==> config.mk <==
export PLATFORM = sky130hd
export DESIGN_NAME = stream_rr_arbiter
export DESIGN_NICKNAME = d
export VERILOG_FILES = /design/src/rtl/stream_rr_arbiter.sv
export SDC_FILE = /design/constraint.sdc
export NUM_CORES = 1
export LEC_CHECK = 0
export CORE_MARGIN = 2
export CORE_UTILIZATION = 35
export CTS_CLUSTER_DIAMETER = 30
export DETAILED_ROUTE_END_ITERATION = 8
export HOLD_SLACK_MARGIN = 0.06
export PLACE_DENSITY = 0.73
export SYNTH_ARGS = -nofsm -noshare
export SYNTH_HDL_FRONTEND = slang
export SYNTH_SLANG_ARGS = --single-unit
==> constraint.sdc <==
create_clock -name clk_i -period 2.58 [get_ports clk_i]
set_input_delay 0.645 -clock clk_i [delete_from_list [all_inputs] [get_ports clk_i]]
set_output_delay 0.645 -clock clk_i [all_outputs]
set_load 0.02 [all_outputs]
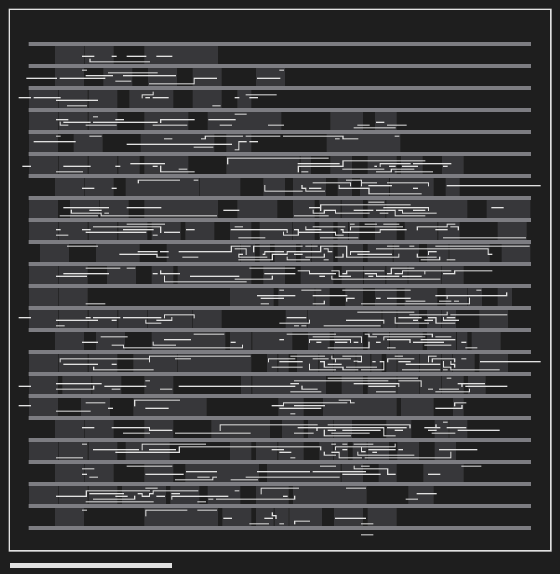
run_1/layer_met1.png
Bar = 20 um. Supply wires on this layer in grey. Cells faint in the background.
longest straight run = 17.5 um
wire length on this layer = 1550 um
share of all routed wire = 40%
met1 capacity usage during global routing: 0.2141
total via count in the routed design: 1363
overall routed net length: 3852 um

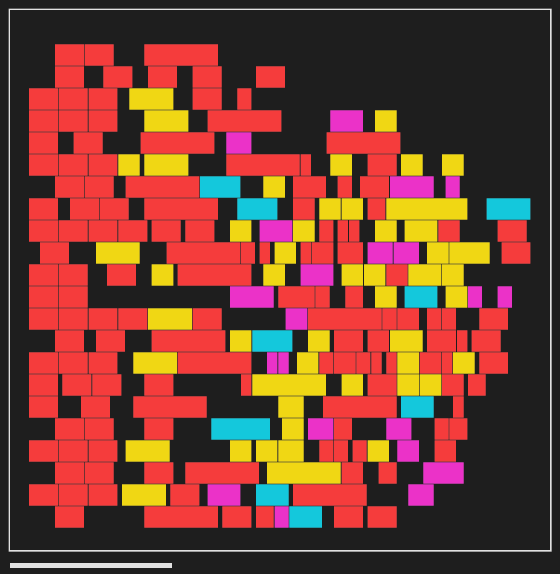
run_1/sizes.png
Bar = 20 um.
red -> _0 and _1 cells  # cells 142, share 64%
cyan -> _6 and larger  # cells 9, share 4.1%
magenta -> _2 cells  # cells 21, share 9.5%
yellow -> _3 and _4 cells  # cells 49, share 22%
non-clock buffer total of the final layout: 93
cell area after layout: 2355 um^2
P&R area growth vs syn: 70.78%

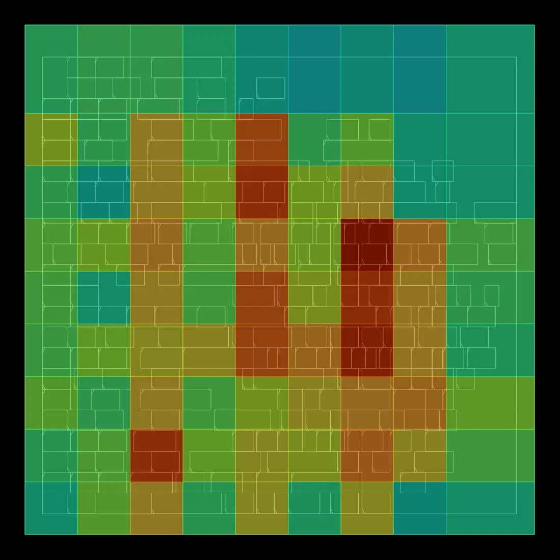
run_1/congestion.png
wire per inst: 14.32 um
most heavily used metal layer in global routing: met2
aggregate global-route resource usage: 0.1784
fraction of met2 tracks used by global routing: 0.3175
GR met3 Demand/Resource: 0.04054

==> out/qor.txt, run 1 <==
Count of library flops with an enable pin: 0
Filler cell count in the final layout: 316
Synthesized cell area: 1379 um^2
Top Consumer: combinational cells
Proportion of cell area occupied by multi-input gates: 0.4054
Buffer cell driving the clock tree root: sky130_fd_sc_hd__clkbuf_8
Highest signal layer in the routed design: met4
Skew final: 2.730 ps
Number of nets produced by synthesis: 176
CTS tree: built
Number of synthesis warnings: 0
Number of well taps: 48
Hold Vio Cnt, Final: 0
Number of global-route vias before repair: 1376
Maximum number of pins on one net before global-route repair: 18
Final critical-path share of the clock period: 1.009
Post-Route M1 WL: 1548 um
Leakage Power: 1.091 nW
Standard-cell rows: 22
Kind of cell with the highest combined delay on the critical path: simple AND/OR/NAND/NOR gates
Number of non-filler instances in the completed layout: 269
Type of element launching the critical path: primary input
Final setup violation count: 4
Sw frac: 0.3997
Buffers plus inverters on the worst setup path: 3
Global-route wire length before repair: 6106 um
Failing checks: negative setup slack
Max-cap violations: 0
Pre-antenna DRT Iters: 4
Async S/R FF share, synth: 1.000
Average cell area after synthesis: 10.69 um^2
Multi-input gates: 102
Warning total across the stage logs: 30
Placement Setup Slack: -894.2 ps
Portion of total power attributed to sequential cells: 0.182
Placed inst area: 2183 um^2
Hold Worst Slack: 491.2 ps
Power dissipated in combinational cells: 2.16 mW
Count of cell instances traversed by the critical path: 8
Maximum clock frequency: 384.3 MHz
Cells in synth_stat.txt: 129
Shortest clock period the worst path allows after layout: 2602 ps
Leading post-synthesis cells by instance count: sky130_fd_sc_hd__mux2i_1, sky130_fd_sc_hd__dfrtp_1, sky130_fd_sc_hd__a21oi_1, sky130_fd_sc_hd__mux2_4, sky130_fd_sc_hd__nand2_1
Cell count after placement: 256
Area leader, netlist: sky130_fd_sc_hd__dfrtp_1
Hold Path Cell Cnt: 1
Flip-flop and latch power: 525 uW
Class of the tightest hold or removal check: flip-flop to flip-flop
Mux area share: 0.3076
Post-synth top area share: 0.3085
Worst IR drop on VDD: 0.5222 mV
Most repeated cell in the gate-level netlist after synthesis: sky130_fd_sc_hd__mux2i_1
Slowest stage cell, crit path: sky130_fd_sc_hd__a2111oi_4
Number of antenna violations at the first check in global routing: 0
Outcome: complete, but fails checks
Crit-path cells: buf_8 > and2b_2 > a2111oi_4 > nor2_4 > inv_2 > ha_4 > and2_4 > buf_6
Routed length on met3: 329 um
Bufs on Longest Clock Path: 2
Top_reg_cell synth: sky130_fd_sc_hd__dfrtp_1
Relative area of non-clock buffer cells in the final design: 0.3613
Sequential cells: 17
CTS HTree Levels: 1
Final WS setup: -22.17 ps
Total congestion overflow after global routing: 0
Main logic family after synthesis: multiplexers
Dominant class by area: combinational gates
Number of nets in the layout: 269
run_1/detail.png
Bar = 10 um. Region (13, 0) to (53, 40) um. Cells in grey, sequential cells in the stronger grey; small squares are vias.
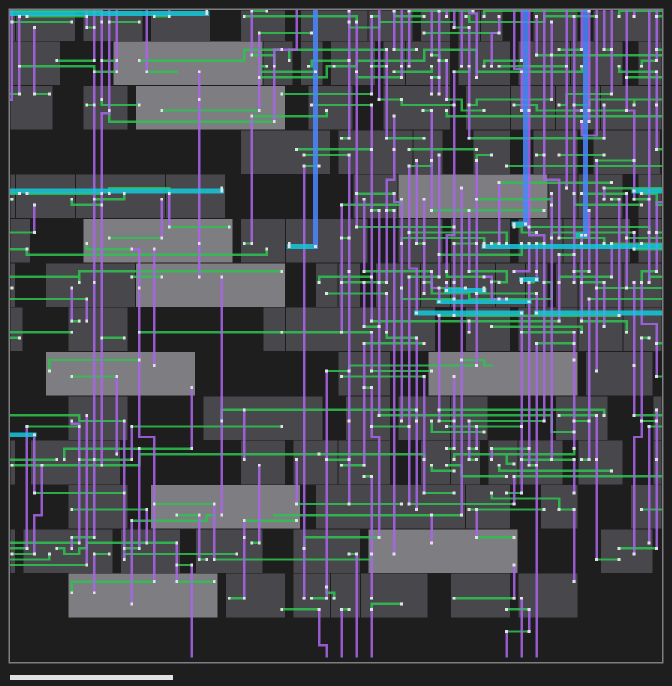

==> run 2, diff against run 1 <==
Settings changed: ABC_AREA set to 1, CORE_UTILIZATION 35 to 43, PLACE_DENSITY 0.73 to 0.86.
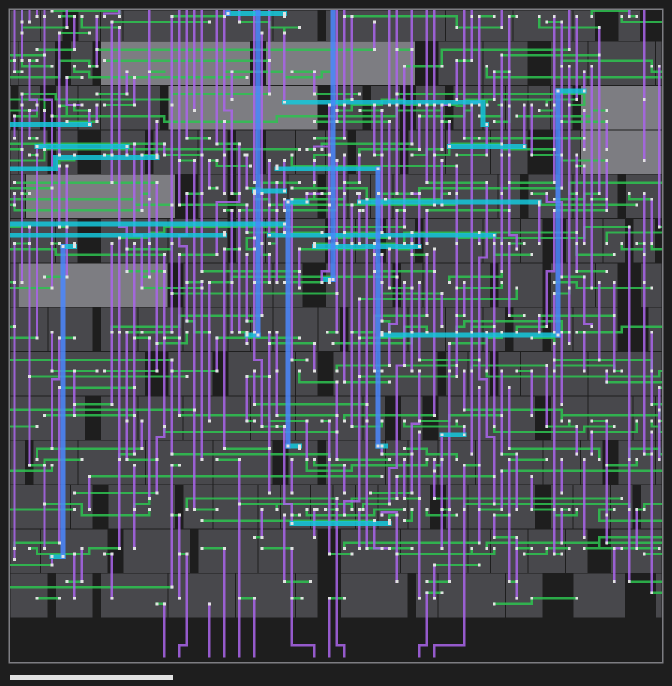
run_2/detail.png
Bar = 10 um. Region (11, 0) to (51, 40) um. Cells in grey, sequential cells in the stronger grey; small squares are vias.
purple -> metal 2
green -> metal 1
blue -> metal 4
cyan -> metal 3
cells with their middle in the window = 177
sequential cells in the window = 7
most frequent = nand2_1 (46), buf_4 (23), nand2_2 (16)

==> run 2 against run 1 <==
Compared with the run above:
- the run still ends with negative setup slack left
- first-iteration DRC count grew 74%
- sequential cell count stayed put
- worst hold slack worse by 0.79 ps
- worst setup slack worse by 230 ps
- core utilization increased by 20 points
- register-to-register slack hardly changed
- combinational power rose by 64%
- routed wire length grew 32%
- critical path depth is 8 higher
- global-route usage increased by 11 points
- synthesized area up 2.2%
- clock power fell by 24%
- largest cell class unchanged
==> out/qor.txt, run 2 <==
Outcome: complete, but fails checks (unchanged)
Failing checks: negative setup slack (unchanged)
Maximum number of pins on one net before global-route repair: 18 (unchanged)
Post-Route M1 WL: 1995 um (was 1548 um)
Met1 capacity usage during global routing: 0.3067 (was 0.2141)
Sequential cells: 17 (unchanged)
Routed length on met3: 309 um (was 329 um)
Synthesized cell area: 1409 um^2 (was 1379 um^2)
Warning total across the stage logs: 33 (was 30)
Global-route wire length before repair: 7810 um (was 6106 um)
Max-cap violations: 0 (unchanged)
Worst IR drop on VDD: 1.298 mV (was 0.5222 mV)
Multi-input gates: 181 (was 102)
Count of library flops with an enable pin: 0 (unchanged)
Filler cell count in the final layout: 189 (was 316)
Aggregate global-route resource usage: 0.2875 (was 0.1784)
Placed inst area: 2300 um^2 (was 2183 um^2)
CTS tree: built (unchanged)
Hold Worst Slack: 490.5 ps (was 491.2 ps)
Sw frac: 0.5234 (was 0.3997)
Final setup violation count: 4 (unchanged)
Crit-path cells: buf_6 > nand2_1 > nand2_1 > nand2_1 > nand2_2 > nor2_4 > nand3_2 > nand2_1 > inv_1 > nand2_2 > nand2_4 > buf_6 > ha_4 > nand2_2 > nor2_4 > buf_6 (was buf_8 > and2b_2 > a2111oi_4 > nor2_4 > inv_2 > ha_4 > and2_4 > buf_6)
Maximum clock frequency: 353.4 MHz (was 384.3 MHz)
Number of antenna violations at the first check in global routing: 0 (unchanged)
Power dissipated in combinational cells: 3.55 mW (was 2.16 mW)
Relative area of non-clock buffer cells in the final design: 0.3460 (was 0.3613)
Cell count after placement: 343 (was 256)
Number of global-route vias before repair: 1845 (was 1376)
Average cell area after synthesis: 6.262 um^2 (was 10.69 um^2)
Top Consumer: combinational cells (unchanged)
Skew final: 1.546 ps (was 2.730 ps)
Bufs on Longest Clock Path: 2 (unchanged)
Portion of total power attributed to sequential cells: 0.124 (was 0.182)
Number of well taps: 44 (was 48)
Post-synth top area share: 0.3020 (was 0.3085)
Number of non-filler instances in the completed layout: 358 (was 269)
CTS HTree Levels: 1 (unchanged)
Number of nets in the layout: 362 (was 269)
Final WS setup: -249.3 ps (was -22.17 ps)
Leading post-synthesis cells by instance count: sky130_fd_sc_hd__nand2_1, sky130_fd_sc_hd__nor2_1, sky130_fd_sc_hd__o21ai_0, sky130_fd_sc_hd__nand3_1, sky130_fd_sc_hd__dfrtp_1 (was sky130_fd_sc_hd__mux2i_1, sky130_fd_sc_hd__dfrtp_1, sky130_fd_sc_hd__a21oi_1, sky130_fd_sc_hd__mux2_4, sky130_fd_sc_hd__nand2_1)
Top_reg_cell synth: sky130_fd_sc_hd__dfrtp_1 (unchanged)
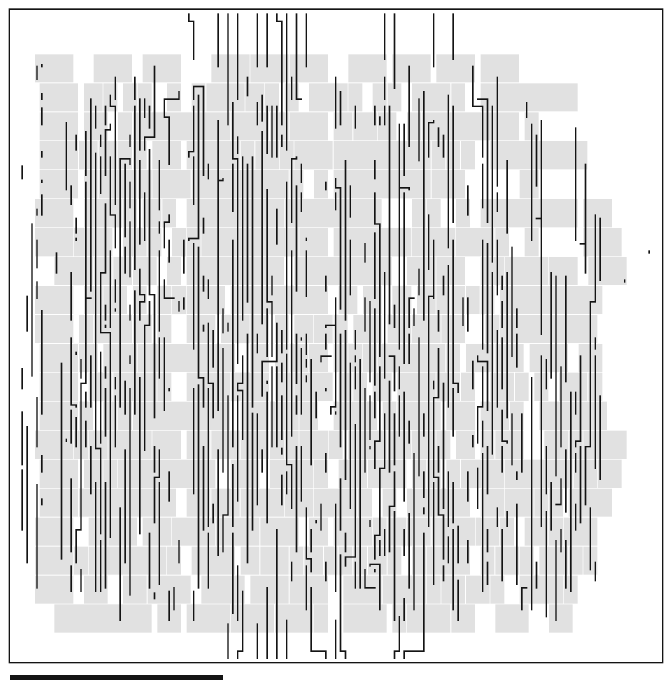
run_2/layer_met2.png
Bar = 20 um. Cells faint in the background.
wire length on this layer = 2650 um
main direction = vertical
total via count in the routed design: 1844
fraction of met2 tracks used by global routing: 0.5456

Power is estimated from default activity; no workload was simulated.
